Run 1, signal wires on met1:
Drawn at 4 px/um. Cells faint in the background.
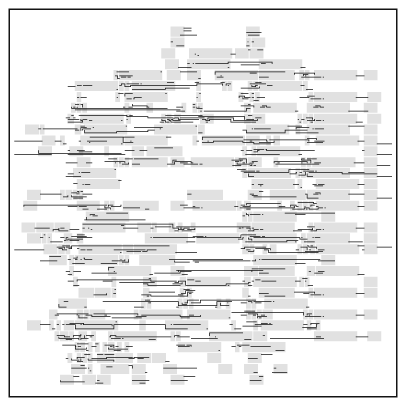
Run 1, M2 wires:
Drawn at 4 px/um.
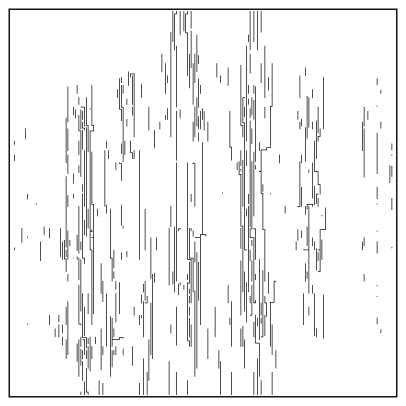
Run 1, the metal 3 layer:
Drawn at 3 px/um. Cells faint in the background.
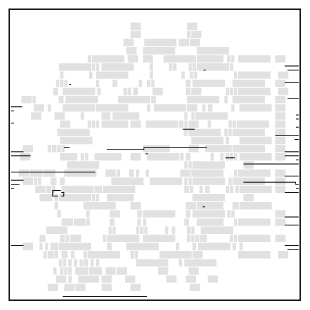
## src/rtl/imm_ext_pkg.sv

```systemverilog
// -----------------------------------------------------------------------------
// imm_ext_pkg
//
// Shared definitions for the pipelined immediate extender:
//   - ext_mode_e : 2-bit extension mode (sign / zero / upper-load / branch)
//   - stage_t    : one pipeline stage record {valid, data} at the core's
//                  default datapath width
//   - depth_is_legal() : legality of the PIPE_DEPTH parameter
//
// Configuration macro referenced by users of this package:
//   IMM_EXT_BRANCH_EN - enables the branch-offset (shift by 2) mode.
// -----------------------------------------------------------------------------
package imm_ext_pkg;

   // Default widths of the MIPS decode/execute datapath.
   localparam int IMM_EXT_DATA_W = 32;
   localparam int IMM_EXT_IMM_W  = 16;

   // Deepest pipe whose occupancy still fits the 2-bit out_count port.
   localparam int IMM_EXT_MAX_DEPTH = 3;

   typedef enum logic [1:0] {
      EXT_SIGN   = 2'b00,
      EXT_ZERO   = 2'b01,
      EXT_LUI    = 2'b10,
      EXT_BRANCH = 2'b11
   } ext_mode_e;

   // One stage of the extension pipe at the default datapath width.
   typedef struct packed {
      logic                      valid;
      logic [IMM_EXT_DATA_W-1:0] data;
   } stage_t;

   function automatic bit depth_is_legal(input int depth);
      return (depth >= 1) && (depth <= IMM_EXT_MAX_DEPTH);
   endfunction

endpackage : imm_ext_pkg

```

## src/rtl/imm_ext_core.sv

```systemverilog
// -----------------------------------------------------------------------------
// imm_ext_core
//
// Combinational immediate extender: widens an IMM_W-bit immediate to DATA_W
// bits according to the selected mode.
//
// Parameters:
//   DATA_W - output width (must be >= IMM_W + 2)
//   IMM_W  - immediate width
//
// Ports:
//   i_imm  in  IMM_W   raw immediate field
//   i_mode in  2       00 sign, 01 zero, 10 upper-load, 11 branch
//   o_data out DATA_W  extended value
//
// Configuration:
//   IMM_EXT_BRANCH_EN defined   - mode 11 sign-extends and shifts left by 2.
//   IMM_EXT_BRANCH_EN undefined - mode 11 behaves as mode 00 and no shifter
//                                 is built.
// -----------------------------------------------------------------------------
module imm_ext_core
   import imm_ext_pkg::*;
#(
   parameter int DATA_W = 32,
   parameter int IMM_W  = 16
) (
   input  logic [IMM_W-1:0]  i_imm,
   input  logic [1:0]        i_mode,
   output logic [DATA_W-1:0] o_data
);

   localparam int PAD_W = DATA_W - IMM_W;

   ext_mode_e         w_mode;
   logic [DATA_W-1:0] w_sext;
   logic [DATA_W-1:0] w_zext;
   logic [DATA_W-1:0] w_lui;

   assign w_mode = ext_mode_e'(i_mode);

   assign w_sext = {{PAD_W{i_imm[IMM_W-1]}}, i_imm};
   assign w_zext = {{PAD_W{1'b0}}, i_imm};
   assign w_lui  = {i_imm, {PAD_W{1'b0}}};

`ifdef IMM_EXT_BRANCH_EN
   // Word-aligned branch offset: the two MSBs of the sign-extended value
   // fall off the top, so DATA_W must leave room for them.
   logic [DATA_W-1:0] w_branch;
   assign w_branch = {w_sext[DATA_W-3:0], 2'b00};
`endif

   always_comb begin
      // NOTE: every output of a combinational block gets a default before the
      // case so that no path leaves it unassigned and no latch is inferred.
      o_data = w_sext;
      case (w_mode)
         EXT_SIGN:   o_data = w_sext;
         EXT_ZERO:   o_data = w_zext;
         EXT_LUI:    o_data = w_lui;
`ifdef IMM_EXT_BRANCH_EN
         EXT_BRANCH: o_data = w_branch;
`else
         EXT_BRANCH: o_data = w_sext;
`endif
         default:    o_data = w_sext;
      endcase
   end

endmodule : imm_ext_core

```

## src/rtl/imm_ext_pipe.sv

```systemverilog
// -----------------------------------------------------------------------------
// imm_ext_pipe
//
// Pipelined immediate extender for the decode/execute path. The immediate is
// extended combinationally at the input and then carried through PIPE_DEPTH
// valid-tagged register stages that follow the core's stall and flush
// controls, so each result stays in lockstep with its instruction.
//
// Parameters:
//   DATA_W     - output width, >= IMM_W + 2            (default 32)
//   IMM_W      - immediate width                       (default 16)
//   PIPE_DEPTH - number of register stages, 1..3        (default 2)
//
// Ports:
//   clk        in  1       rising-edge clock
//   reset_n    in  1       synchronous active-low reset
//   in_valid   in  1       stage-0 input carries an instruction
//   in_imm     in  IMM_W   raw immediate field
//   in_mode    in  2       00 sign, 01 zero, 10 upper-load, 11 branch
//   stall      in  1       freeze every stage (input not captured)
//   flush      in  1       kill every in-flight entry (beats stall)
//   out_valid  out 1       last stage holds a live result
//   out_data   out DATA_W  result of the last stage (0 when not valid)
//   out_count  out 2       number of stages holding valid entries
//
// Configuration:
//   IMM_EXT_BRANCH_EN - when defined, mode 11 is the branch-offset extension;
//                       otherwise mode 11 is a plain sign extension.
// -----------------------------------------------------------------------------
module imm_ext_pipe
   import imm_ext_pkg::*;
#(
   parameter int DATA_W     = 32,
   parameter int IMM_W      = 16,
   parameter int PIPE_DEPTH = 2
) (
   input  logic              clk,
   input  logic              reset_n,
   input  logic              in_valid,
   input  logic [IMM_W-1:0]  in_imm,
   input  logic [1:0]        in_mode,
   input  logic              stall,
   input  logic              flush,
   output logic              out_valid,
   output logic [DATA_W-1:0] out_data,
   output logic [1:0]        out_count
);

   // --------------------------------------------------------------------------
   // Elaboration-time parameter checks
   // --------------------------------------------------------------------------
   if (!depth_is_legal(PIPE_DEPTH)) begin : g_bad_depth
      $error("imm_ext_pipe: PIPE_DEPTH must be in 1..3");
   end

   if (DATA_W < IMM_W + 2) begin : g_bad_width
      $error("imm_ext_pipe: DATA_W must be at least IMM_W + 2");
   end

   // Same layout as imm_ext_pkg::stage_t, sized by DATA_W.
   typedef struct packed {
      logic              valid;
      logic [DATA_W-1:0] data;
   } pipe_stage_t;

   localparam int LAST = PIPE_DEPTH - 1;

   // --------------------------------------------------------------------------
   // Stage-0 input: extension happens before the first register
   // --------------------------------------------------------------------------
   logic [DATA_W-1:0] w_ext;
   pipe_stage_t       w_in;

   imm_ext_core #(
      .DATA_W (DATA_W),
      .IMM_W  (IMM_W)
   ) u_core (
      .i_imm  (in_imm),
      .i_mode (in_mode),
      .o_data (w_ext)
   );

   // An idle slot carries zero data so out_data is 0 whenever out_valid is 0.
   assign w_in.valid = in_valid;
   assign w_in.data  = in_valid ? w_ext : '0;

   // --------------------------------------------------------------------------
   // Stage registers
   // --------------------------------------------------------------------------
   pipe_stage_t r_stage [PIPE_DEPTH];
   logic [1:0]  r_count;
   logic [1:0]  w_count_next;

   // Occupancy after a normal shift: one entry may enter, one may leave.
   assign w_count_next = r_count + 2'(in_valid) - 2'(r_stage[LAST].valid);

   always_ff @(posedge clk) begin
      // NOTE: sequential state uses non-blocking assignments so every stage
      // samples its predecessor's value from before this edge; a blocking
      // assignment here would let an entry ripple through several stages.
      if (!reset_n) begin
         // NOTE: the stage array is small and its data must read as 0 after
         // reset, so every entry is cleared, not only the valid bits.
         for (int k = 0; k < PIPE_DEPTH; k++) begin
            r_stage[k] <= '0;
         end
         r_count <= '0;
      end else if (flush) begin
         // Flush wins over stall and drops the entry at the input as well.
         for (int k = 0; k < PIPE_DEPTH; k++) begin
            r_stage[k] <= '0;
         end
         r_count <= '0;
      end else if (!stall) begin
         r_stage[0] <= w_in;
         for (int k = 1; k < PIPE_DEPTH; k++) begin
            r_stage[k].valid <= r_stage[k-1].valid;
            r_stage[k].data  <= r_stage[k-1].valid ? r_stage[k-1].data : '0;
         end
         r_count <= w_count_next;
      end
   end

   assign out_valid = r_stage[LAST].valid;
   assign out_data  = r_stage[LAST].data;
   assign out_count = r_count;

   // --------------------------------------------------------------------------
   // Invariants: the registered counter tracks the stage valids exactly and
   // an empty output slot never carries stale data.
   // --------------------------------------------------------------------------
   logic [PIPE_DEPTH-1:0] w_valid_vec;

   always_comb begin
      w_valid_vec = '0;
      for (int k = 0; k < PIPE_DEPTH; k++) begin
         w_valid_vec[k] = r_stage[k].valid;
      end
   end

   a_count_matches_valids : assert property (
      @(posedge clk) r_count == 2'($countones(w_valid_vec))
   );

   a_count_bounded : assert property (
      @(posedge clk) 32'(r_count) <= PIPE_DEPTH
   );

   a_idle_data_zero : assert property (
      @(posedge clk) !r_stage[LAST].valid |-> (r_stage[LAST].data == '0)
   );

endmodule : imm_ext_pipe
```

## config.mk

```make
export PLATFORM = sky130hd
export DESIGN_NAME = imm_ext_pipe
export DESIGN_NICKNAME = d
export VERILOG_FILES = /design/src/rtl/imm_ext_pkg.sv /design/src/rtl/imm_ext_core.sv /design/src/rtl/imm_ext_pipe.sv
export SDC_FILE = /design/constraint.sdc
export NUM_CORES = 1
export LEC_CHECK = 0
export ABC_AREA = 1
export ABC_CLOCK_PERIOD_IN_PS = 4550
export CORE_MARGIN = 2
export CORE_UTILIZATION = 35
export CTS_BUF_LIST = sky130_fd_sc_hd__clkbuf_16
export DETAILED_ROUTE_END_ITERATION = 12
export REMOVE_ABC_BUFFERS = 1
export SYNTH_ARGS = -nofsm -noshare
export SYNTH_HDL_FRONTEND = slang
export SYNTH_SLANG_ARGS = --single-unit
```

## constraint.sdc

```tcl
create_clock -name clk -period 4.55 [get_ports clk]
set_clock_uncertainty 0.1 [all_clocks]
set_input_delay 0.91 -clock clk [delete_from_list [all_inputs] [get_ports clk]]
set_output_delay 0.91 -clock clk [all_outputs]
set_load 0.1 [all_outputs]
```

==> results.sh, run 1 <==
# yosys + openroad results
export IMPL_routedWlPerCell_um=11.53
export IMPL_ys_sh_adder_pct=1.670
export IMPL_p_seq_uw=718
export IMPL_wl_met3_um=231
export IMPL_min_to="out_count[0]$_SDFFE_PP0N_"
export IMPL_outcome="finished clean"
export IMPL_warning_count=26
export IMPL_grt_pass1_wl_mm=8.066
export IMPL_largest_reg_flops=66
export IMPL_power_share_switching_pct=26.05
export IMPL_crit_end="out_count[1]"
export IMPL_lay_top_count="edfxtp_1"
export IMPL_seqCellArea_sq_um=2022
export IMPL_worstPathArrival_ps=1820
export IMPL_syn_area_per_cell_sq_um=11.61
export IMPL_worst_r2r_setup_slack_ps=3100
export IMPL_crit_fanout=3
export IMPL_crit_type="reg -> out"
export IMPL_clock_cell_area_share_pct=6.938
export IMPL_crit_required_ps=3540
export IMPL_holdWs_ps=400.9
export IMPL_via_per_inst=4.283
export IMPL_cts_sinks=68
export IMPL_route_detailed_drc=0
export IMPL_design_area_sq_um=3877
export IMPL_grt_ovfl_total=0
export IMPL_lay_top_cells="66 x edfxtp_1, 59 x inv_1, 57 x clkdlybuf4s50_1"
export IMPL_critPathMaxStageDelay_ps=1140
export IMPL_nonClkBufAreaFrac_pct=14.91
export IMPL_simple_gate_share_pct=17.16
export IMPL_placed_area_sq_um=3608
export IMPL_path_delay_family="buffers and inverters"
export IMPL_die_w_um=96.53
export IMPL_num_nonclk_buffers=58
export IMPL_p_seq_share_pct=47.2
export IMPL_cp_end_kind="output port"
export IMPL_ys_flop_type="edfxtp_1"
export IMPL_synth_top_cell_by_count="edfxtp_1"
export IMPL_synthTopCellsByCount="66 x edfxtp_1, 59 x inv_1, 52 x nor2_1, 22 x nand2_1, 17 x o21ai_0"
export IMPL_top_area_share_pct=66.14
export IMPL_cts_setup_buffers=0
export IMPL_biggestCellCategory="sequential cells"
export IMPL_tap_cells=105
export IMPL_setup_slack_ps=1718
export IMPL_largest_register="r_stage"
export IMPL_comb_area_share_pct=16.81
export IMPL_max_freq_mhz=353.2
export IMPL_ant_nets=0
export IMPL_path_buffers=1
export IMPL_cts_buffers_inserted=9
export IMPL_power_group_top="sequential cells"
export IMPL_ys_types=19
export IMPL_instances_no_fill=427
export IMPL_regToRegEndpoint="out_count[1]$_SDFFE_PP0N_"
export IMPL_comb_area_sq_um=651.9
export IMPL_holdBufCountCts=0
export IMPL_nNetsFinal=344
export IMPL_dp_slack_ps=1714
export IMPL_aoi_share_pct=2.839
export IMPL_wl_met2_mm=2.472
export IMPL_dp_hpwl_mm=3.021
export IMPL_clkPwrFrac_pct=40.0
export IMPL_cts_root_buf="clkbuf_16"
export IMPL_grt_busiest_layer="met2"
export IMPL_maxUsedRoutingLayer="met4"
export IMPL_ff_count=68
export IMPL_ys_cells=258
export IMPL_synth_edff_count=66
About 'signal wires on met1':
main direction: horizontal
nets with wire on the layer: 313
longest straight run: 26.2 um
share of all routed wire: 43%
GR Util met1: 13.72%
Vias: 1829
routed wire length: 4.923 mm

About 'M2 wires':
nets with wire on the layer: 260
share of all routed wire: 50%
GR Util met2: 20.20%

About 'the metal 3 layer':
nets with wire on the layer: 38
longest straight run: 27.8 um
wire length on this layer: 231 um
share of all routed wire: 4.7%
main direction: horizontal
met3 global-route usage: 2.560%

Run 1, pin placement:
Drawn at 4 px/um. Pins as bars across the die edge, other pins in grey.
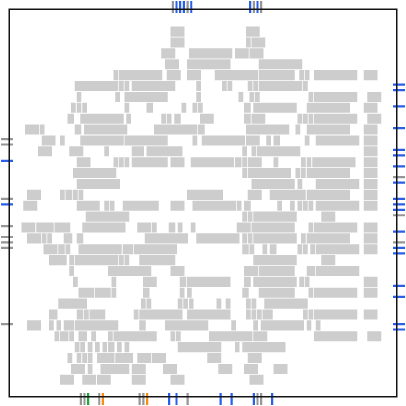

==> inputs of run 2 (changes only) <==
--- a/config.mk
+++ b/config.mk
@@ -6,7 +6,7 @@
 export NUM_CORES = 1
 export LEC_CHECK = 0
 export ABC_AREA = 1
-export ABC_CLOCK_PERIOD_IN_PS = 4550
+export ABC_CLOCK_PERIOD_IN_PS = 2900
 export CORE_MARGIN = 2
 export CORE_UTILIZATION = 35
 export CTS_BUF_LIST = sky130_fd_sc_hd__clkbuf_16
==> constraint.sdc (replaced) <==
create_clock -name clk -period 2.9 [get_ports clk]
set_clock_uncertainty 0.1 [all_clocks]
set_input_delay 0.58 -clock clk [delete_from_list [all_inputs] [get_ports clk]]
set_output_delay 0.58 -clock clk [all_outputs]
set_load 0.1 [all_outputs]
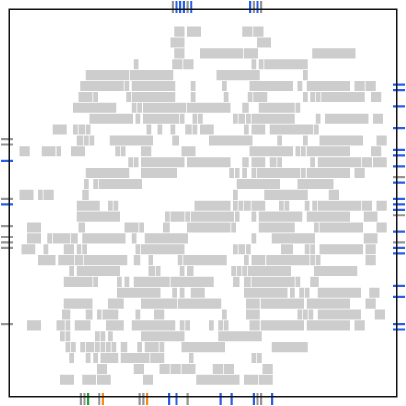
Run 2: pin placement
Drawn at 4 px/um. Pins as bars across the die edge, other pins in grey.
| port | colour | pins | direction | edge |
|---|---|---|---|---|
| `stall` | green | 1 | input | bottom |
| `out_count` | orange | 2 | output | bottom |
| `out_data` | blue | 32 | output | 18 right, 6 bottom, 6 top, 2 left |
Port Buffer Count: 57
Die Y: 96.53 um
Die Wd: 96.53 um

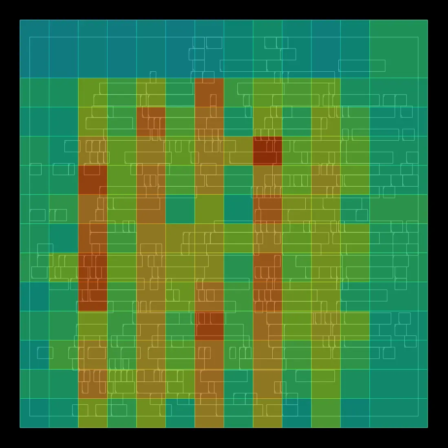
Run 2: congestion heat map
All-Layer GR Usage: 11.79%
post-layout util: 46.42%
busiest grt layer: met2
WL/cell: 11.56 um

==> run 2 against run 1 <==
Via count is 1.7% lower. Register-to-register slack worse by 1700 ps. Clock-buffer cell count stayed put. Highest routed layer unchanged. Global-route usage is 0.073 points lower. Synthesized cell count stayed put. Sequential share of layout area is 0.60 points higher. Area after synthesis stayed put.
==> results.sh, run 2 <==
# yosys + openroad results
export IMPL_outcome="finished clean"
export IMPL_grt_ovfl_total=0
export IMPL_num_nonclk_buffers=59
export IMPL_regToRegEndpoint="out_count[1]$_SDFFE_PP0N_"
export IMPL_top_area_share_pct=66.14
export IMPL_lay_top_cells="66 x edfxtp_1, 59 x inv_1, 52 x nor2_1"
export IMPL_power_group_top="sequential cells"
export IMPL_cts_sinks=68
export IMPL_dp_slack_ps=528.6
export IMPL_largest_reg_flops=66
export IMPL_worstPathArrival_ps=1980
export IMPL_warning_count=26
export IMPL_ys_types=19
export IMPL_synth_edff_count=66
export IMPL_instances_no_fill=428
export IMPL_dp_hpwl_mm=3.043
export IMPL_tap_cells=105
export IMPL_aoi_share_pct=2.839
export IMPL_wl_met2_mm=2.527
export IMPL_cts_resized=0
export IMPL_seqCellArea_sq_um=2022
export IMPL_cts_buffers_inserted=9
export IMPL_path_delay_family="buffers and inverters"
export IMPL_placed_area_sq_um=3541
export IMPL_maxUsedRoutingLayer="met4"
export IMPL_crit_required_ps=2860
export IMPL_ys_cells=258
export IMPL_simple_gate_share_pct=17.16
export IMPL_ys_sh_adder_pct=1.670
export IMPL_comb_area_share_pct=17.00
export IMPL_p_seq_share_pct=45.5
export IMPL_holdWs_ps=408.1
export IMPL_cts_root_buf="clkbuf_16"
export IMPL_critPathMaxStageDelay_ps=480
export IMPL_crit_type="in -> reg"
export IMPL_grt_pass1_wl_mm=7.914
export IMPL_wl_met3_um=261
export IMPL_clkTransAtPathRegs_ps=50
export IMPL_synth_top_cell_by_count="edfxtp_1"
export IMPL_path_buffers=2
export IMPL_ff_count=68
export IMPL_setup_worst_path_start="in_mode[0]"
export IMPL_clkPwrFrac_pct=42.3
export IMPL_crit_fanout=15
export IMPL_p_seq_mw=1.13
export IMPL_min_to="out_count[0]$_SDFFE_PP0N_"
export IMPL_ant_nets=0
export IMPL_syn_area_per_cell_sq_um=11.61
export IMPL_route_detailed_drc=0
export IMPL_synthTopCellsByCount="66 x edfxtp_1, 59 x inv_1, 52 x nor2_1, 22 x nand2_1, 17 x o21ai_0"
export IMPL_power_share_switching_pct=25.34
export IMPL_hp_start="out_count[0]$_SDFFE_PP0N_"
export IMPL_holdBufCountCts=0
export IMPL_use_met3_pct=2.715
export IMPL_netlist_top_cells_area="edfxtp_1 66%, inv_1 7.4%, nor2_1 6.5%, nor3_2 4.7%, buf_6 3.0%"
export IMPL_worst_r2r_setup_slack_ps=1430
export IMPL_nNetsFinal=345
export IMPL_comb_area_sq_um=651.9
export IMPL_clock_cell_area_share_pct=7.637
export IMPL_biggestCellCategory="sequential cells"
export IMPL_crit_end="r_stage[0][26]$_SDFFCE_PN0P_"
export IMPL_nonClkBufAreaFrac_pct=13.32
export IMPL_cp_end_kind="register"
export IMPL_synthCells=258
export IMPL_fp_utilization_pct=36.29
export IMPL_design_area_sq_um=3834
export IMPL_ys_flop_type="edfxtp_1"
export IMPL_cts_setup_buffers=0
export IMPL_via_per_inst=4.201
export IMPL_netlist_area_sq_um=2997
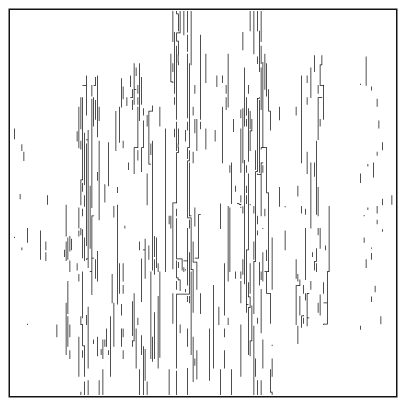
Run 2: M2 wires
Drawn at 4 px/um.
wire length on this layer: 2530 um
share of all routed wire: 51%
longest straight run: 35.7 um
Vias: 1798
routed wire length: 4.949 mm
GR Util met2: 19.62%

